Figure 1. The metal 3 layer.
The bar under the picture is 20 um long.
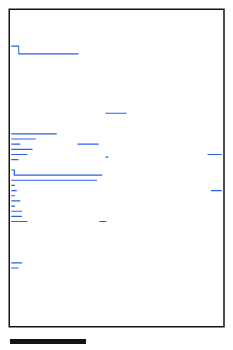
Figure 2. Routed metal, one color a layer.
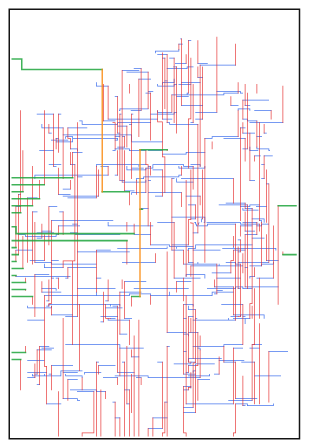
Figure 3. Cell outlines without signal wires.
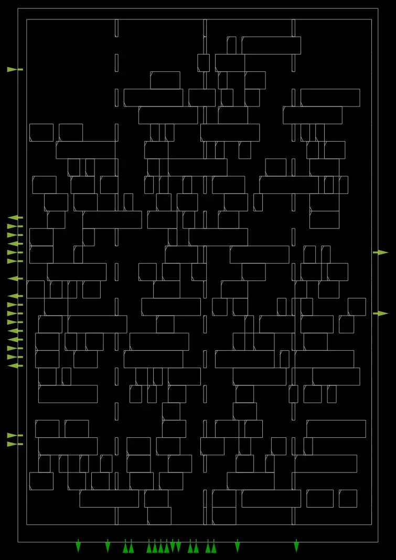
Figure 4. Clock network drawn from the DEF.
The bar under the picture is 20 um long.
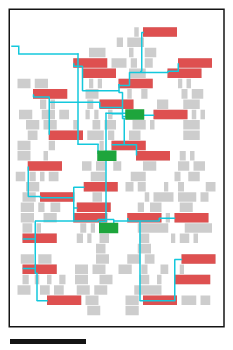
Figure 5. Sequential cells grouped by signal name.
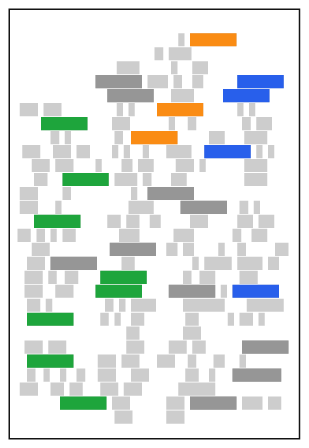
[config.mk]
export PLATFORM = sky130hd
export DESIGN_NAME = line_buffer_frame_arbiter
export DESIGN_NICKNAME = d
export VERILOG_FILES = /design/src/rtl/line_buffer_frame_arbiter.sv
export SDC_FILE = /design/constraint.sdc
export NUM_CORES = 1
export LEC_CHECK = 0
export CELL_PAD_IN_SITES_DETAIL_PLACEMENT = 1
export CELL_PAD_IN_SITES_GLOBAL_PLACEMENT = 1
export CORE_ASPECT_RATIO = 1.5
export CORE_UTILIZATION = 30
export CTS_CLUSTER_DIAMETER = 150
export DETAILED_ROUTE_END_ITERATION = 10
export HOLD_SLACK_MARGIN = 0.12
export PLACE_DENSITY_LB_ADDON = 0.1
export SLEW_MARGIN = 40
export SYNTH_ARGS = -nofsm -noshare
export SYNTH_HDL_FRONTEND = slang
export SYNTH_SLANG_ARGS = --single-unit
[constraint.sdc]
create_clock -name clk -period 2.82 [get_ports clk]
set_clock_uncertainty 0.2 [all_clocks]
set_input_delay 0.564 -clock clk [delete_from_list [all_inputs] [get_ports clk]]
set_output_delay 0.564 -clock clk [all_outputs]
set_load 0.1 [all_outputs]
[src/rtl/line_buffer_frame_arbiter.sv]
// line_buffer_frame_arbiter: frame-atomic round-robin arbiter sharing one 3x3 line buffer
// between two pixel streams, with inter-line gaps and a post-frame drain.
module line_buffer_frame_arbiter #(
    parameter int DATA_WIDTH   = 8,
    parameter int WIDTH        = 5,
    parameter int HEIGHT       = 5,
    parameter int LINE_GAP     = 3,
    parameter int DRAIN_CYCLES = 8
) (
    input  logic                  clk,
    input  logic                  rst,
    input  logic                  s0_valid,
    input  logic                  s0_sof,
    input  logic [DATA_WIDTH-1:0] s0_data,
    output logic                  s0_ready,
    input  logic                  s1_valid,
    input  logic                  s1_sof,
    input  logic [DATA_WIDTH-1:0] s1_data,
    output logic                  s1_ready,
    output logic                  lb_in_valid,
    output logic [DATA_WIDTH-1:0] lb_pix_in,
    output logic                  owner,
    output logic                  busy,
    output logic                  frame_done,
    output logic                  err_sof
);
    localparam int CLW  = WIDTH > 1 ? $clog2(WIDTH) : 1;
    localparam int RW   = HEIGHT > 1 ? $clog2(HEIGHT) : 1;
    localparam int MAXC = LINE_GAP > DRAIN_CYCLES ? LINE_GAP : DRAIN_CYCLES;
    localparam int CW   = $clog2(MAXC + 1);

    typedef enum logic [1:0] {IDLE, STREAM, GAP, DRAIN} state_t;

    state_t                r_state, w_next;
    logic                  r_owner, r_rr_last, r_lb_valid, r_frame_done, r_err_sof;
    logic [DATA_WIDTH-1:0] r_lb_pix;
    logic [CLW-1:0]        r_col;
    logic [RW-1:0]         r_row;
    logic [CW-1:0]         r_cnt;
    logic                  w_req0, w_req1, w_req, w_grant, w_valid, w_sof, w_acc, w_eol, w_eof;
    logic [DATA_WIDTH-1:0] w_data;

    assign w_req0  = s0_valid && s0_sof;
    assign w_req1  = s1_valid && s1_sof;
    assign w_req   = w_req0 || w_req1;
    assign w_grant = (w_req0 && w_req1) ? !r_rr_last : w_req1;
    assign w_valid = r_owner ? s1_valid : s0_valid;
    assign w_sof   = r_owner ? s1_sof : s0_sof;
    assign w_data  = r_owner ? s1_data : s0_data;
    assign w_acc   = (r_state == STREAM) && w_valid;
    assign w_eol   = r_col == CLW'(WIDTH - 1);
    assign w_eof   = w_eol && (r_row == RW'(HEIGHT - 1));

    assign s0_ready    = (r_state == STREAM) && !r_owner;
    assign s1_ready    = (r_state == STREAM) && r_owner;
    assign lb_in_valid = r_lb_valid;
    assign lb_pix_in   = r_lb_pix;
    assign owner       = r_owner;
    assign busy        = r_state != IDLE;
    assign frame_done  = r_frame_done;
    assign err_sof     = r_err_sof;

    // The drain count starts on the cycle that shows the last pixel, so DRAIN_CYCLES
    // fully idle cycles follow it before frame_done.
    always_comb begin
        w_next = r_state;
        case (r_state)
            IDLE:    w_next = w_req ? STREAM : IDLE;
            STREAM:  if (w_acc && w_eol) w_next = w_eof ? DRAIN : (LINE_GAP > 0 ? GAP : STREAM);
            GAP:     w_next = (r_cnt == CW'(LINE_GAP - 1)) ? STREAM : GAP;
            DRAIN:   w_next = (r_cnt == CW'(DRAIN_CYCLES)) ? IDLE : DRAIN;
            default: w_next = IDLE;
        endcase
    end

    always_ff @(posedge clk or posedge rst) begin
        if (rst) begin
            r_state      <= IDLE;
            r_owner      <= 1'b0;
            r_rr_last    <= 1'b1;
            r_lb_valid   <= 1'b0;
            r_lb_pix     <= '0;
            r_frame_done <= 1'b0;
            r_err_sof    <= 1'b0;
            r_col        <= '0;
            r_row        <= '0;
            r_cnt        <= '0;
        end else begin
            r_state      <= w_next;
            r_lb_valid   <= w_acc;
            r_frame_done <= (r_state == DRAIN) && (w_next == IDLE);
            r_err_sof    <= w_acc && w_sof && (r_col != '0 || r_row != '0);
            r_cnt        <= (w_next != r_state) ? '0 : r_cnt + 1'b1;
            if (w_acc) r_lb_pix <= w_data;
            if (r_state == IDLE && w_req) r_owner <= w_grant;
            if (r_state == DRAIN && w_next == IDLE) r_rr_last <= r_owner;
            if (w_acc) begin
                r_col <= w_eol ? '0 : r_col + 1'b1;
                if (w_eol) r_row <= w_eof ? '0 : r_row + 1'b1;
            end
        end
    end
endmodule

==> Slide: Implementation Results <==
Flow Results at a Glance

Synthesis
  • Post-synth ARST share: 100%
  • Chip area line of the yosys report: 0.00132 sq mm
  • YS warnings: 0
  • Synth top cells by count: dfrtp_1 (24), nor2_1 (15), inv_1 (11), a21oi_1 (10), mux2i_1 (10)
  • Synth cell types: 35
  • Yosys simple share: 15.2%
  • Adders+Majority by Area: 6.62%
  • Count leader, synth: dfrtp_1
  • Post-synth EDFFs: 0
  • Synth Instances: 125
  • Seq share, synth: 47.4%
  • Main synth FF type: dfrtp_1
  • Aoi share: 12.6%
  • Syn_nets: 154
  • Mapped cell area: 0.00132 sq mm
  • MUX share of area: 11.0%
  • Ys cells: 125
  • Max-area cell share: 45.4%
  • Comb area leader: simple AND/OR/NAND/NOR gates
  • Yosys xor share: 1.32%
  • Registers, synthesis: 25
  • Area leader, netlist: dfrtp_1
  • Post-Syn Area per Cell: 10.6 sq um
  • Cell area leaders: dfrtp_1 (45%), mux2i_1 (7.6%), ha_1 (6.6%), nor2_1 (4.3%), a21oi_1 (3.8%)

STA
  • Slew @ Worst Pin: 0.402 ns
  • Fmax: 460 MHz
  • Min Clock Period, post-route: 2.17 ns
  • Unrepaired setup endpoints after global routing: no
  • Final Hold Viols: 0
  • Final Cycle Share: 77.0%
  • Slew Limit Fails: 0
  • Slew headroom: 73.1%
  • Setup TNS: 0 ns
  • WHS: 0.290 ns
  • Final setup violation count: 0

Critical path
  • Critical Path RT: 2.06 ns
  • Worst setup startpoint: owner
  • Crit start category: flop
  • CP arrival: 1.41 ns
  • Worst r2r path cells: 4
  • R2r startpoint: owner
  • Crit Path Class: flop to primary output
  • CP endpoint kind: primary output
  • Max Fanout on Critical Path: 11

Place
  • Hpwl dp: 2420 um
  • GPL Wtd Cong: 0.680
  • Port-buffer cells: 36
  • Placed inst area: 0.00172 sq mm

Hold path
  • Hold Crit Start: r_cnt[0]
  • Hold Crit Depth: 1
  • Worst hold path type: flop to flop

Clock network
  • Post_cts resized: 0
  • Hold-fix buffers, CTS: 0
  • TritonCTS clock tree: built
  • Post-CTS Setup Bufs: 0
  • Num Clock Sinks: 25
  • Root buffer cell: clkbuf_8
  • Num CTS Buffers: 3
  • H-tree levels: 1
  • CTS clock-pin slew for the worst setup and hold paths: 0.09 ns
  • Max clock buf depth: 2

Job
  • Tool warnings: 30
  • MaxCap Viol Count: 0

Layout
  • Final nets: 193
  • Gate Area: 626 sq um
  • FILL cells: 481
  • Syn-to-layout area delta: 33.6%
  • Post-route cell area: 0.00177 sq mm
  • Antenna Cells: 0
  • Layout cells sized above 1: 20.9%

Drt
  • DRC Markers: 0
  • DR vias/cell: 4.92
  • Post-route ant nets: 0
  • Drt initial violations: 17
  • Detailed Routing Iterations Pass 1: 4

GRT
  • Initial antenna violation count: 0
  • GRT overflow: 0
  • First-pass GRT wire length: 5460 um
  • Vias in the first global route: 1188
  • Largest net degree at the start of global routing: 26

Die
  • Die height: 83.3 um
  • Die width: 56.2 um
  • # IOs: 37
  • Core Rows: 29
  • Die area: 0.00468 sq mm
  • FP Core Util: 31.2%

Pwr
  • Power, Total: 2.20 mW
  • Max VDD drop: 0.657 mV
  • Leak Pwr: 0.752 nW
  • PwrDens: 1250 mW/mm^2

Run status
  • Status: complete, no violations
Back to the opening pictures, Figure 1:
share of all routed wire	4.5%
nets with wire on the layer	22
main direction	horizontal
wire length on this layer	135 um
longest straight run	23.0 um
final wirelength: 3010 um
Vias: 1028
met3 Resource Use GR: 2.96%

Back to the opening pictures, Figure 2:
layer	color	wire length
M3	green	135 um
M4	orange	52.4 um
M1	blue	1110 um
M2	red	1720 um
Wirelength per Cell: 14.4 um
Total GRT Usage: 14.9%

Back to the opening pictures, Figure 3:
tap cells: 46
Seq/total area: 35.5%
Layout Cells excl Fill: 209
core area: 0.00425 sq mm

Back to the opening pictures, Figure 4:
[clock-net drivers] green | count: 3
[flip-flops] red | count: 25
[clock wires] cyan | length: 363 um
routed clock nets	4
flops lie	widely spread
Clock Power Share: 9.9%
clk_lat worst skew: 0.27 ns
clock group power: 0.218 mW

Back to the opening pictures, Figure 5:
signal	color	placed flops
r_cnt	blue	4
r_row	orange	3
lb_pix_in	green	8
Seq group: 0.645 mW
post-route core utilization: 41.6%
Sequential Area: 627 sq um

[flip-flops by register name, indices dropped and copies added, names as in the netlist]
signal       flops
lb_in_valid      1
frame_done       1
r_cnt            4
r_rr_last        1
r_row            3
r_state          2
lb_pix_in        8
owner            1
r_col            3
err_sof          1
[routing by layer]
layer	share of wire, %	GRT usage, %	wire [um]	vias to the layer above
li1	-	-	-	499
met1	37	15.3	1110	500
met2	57	28.4	1720	24
met3	4.4	2.96	134	5
met4	1.7	5.99	52	0
met5	0	0	0	-
[power by group]
group	leakage, nW	internal [mW]	switching (mW)
Combinational	0.430	0.385	0.953
Sequential	0.299	0.512	0.134
Clock	0.0228	0.101	0.117
[through the flow]
stage | worst slack [ns] | std cells
global placement | 0.550 | 205
detailed placement | 0.489 | 205
finish | 0.647 | 209
global route | 0.564 | 209
floorplan | 0.0636 | 125
CTS | 0.621 | 209
[critical path, stage by stage (launching register included)]
cell	delay, ns
dfrtp_1	0.48
buf_4	0.25
nor2_4	0.11
buf_4	0.29
[cells in the final DEF, fill, tap and decap left out, types with 3 or more instances in the layout]
cell,n
o21ai_0,6
ha_1,7
nor2b_1,3
nor2_1,14
clkdlybuf4s50_1,21
inv_1,11
dfrtp_1,24
clkbuf_8,3
buf_4,16
nand2_1,5
a21oi_1,10
mux2i_1,10
[cell families after synthesis]
kind of cell / after synthesis
and+or+nand+nor: 36
AOI/OAI and AO/OA: 26
DFF: 25
buffers and inverters: 16
muxes: 13
adders and majority gates: 7
xor gates and xnor gates: 2
[worst paths after layout]
path	to	slack [ns]
worst max-delay path	s0_ready	0.65
worst min-delay path	r_cnt[0]	0.29
worst max register to register	r_col[2]	1.02
worst min register to register	r_cnt[0]	0.29
max in group asynchronous	r_rr_last	1.67
min in group asynchronous	lb_pix_in[4]	0.45
[final cells by class]
| type | count | area share [%] |
|---|---|---|
| Timing Repair Buffer | 39 | 21.0 |
| Multi-Input combinational cell | 84 | 35.4 |
| Sequential cell | 25 | 35.5 |
| Clock buffer | 4 | 2.55 |
| Tap cell | 46 | 3.26 |
| Inverter | 11 | 2.34 |
Power figures rest on the tool's default switching activity, not on a simulated workload.
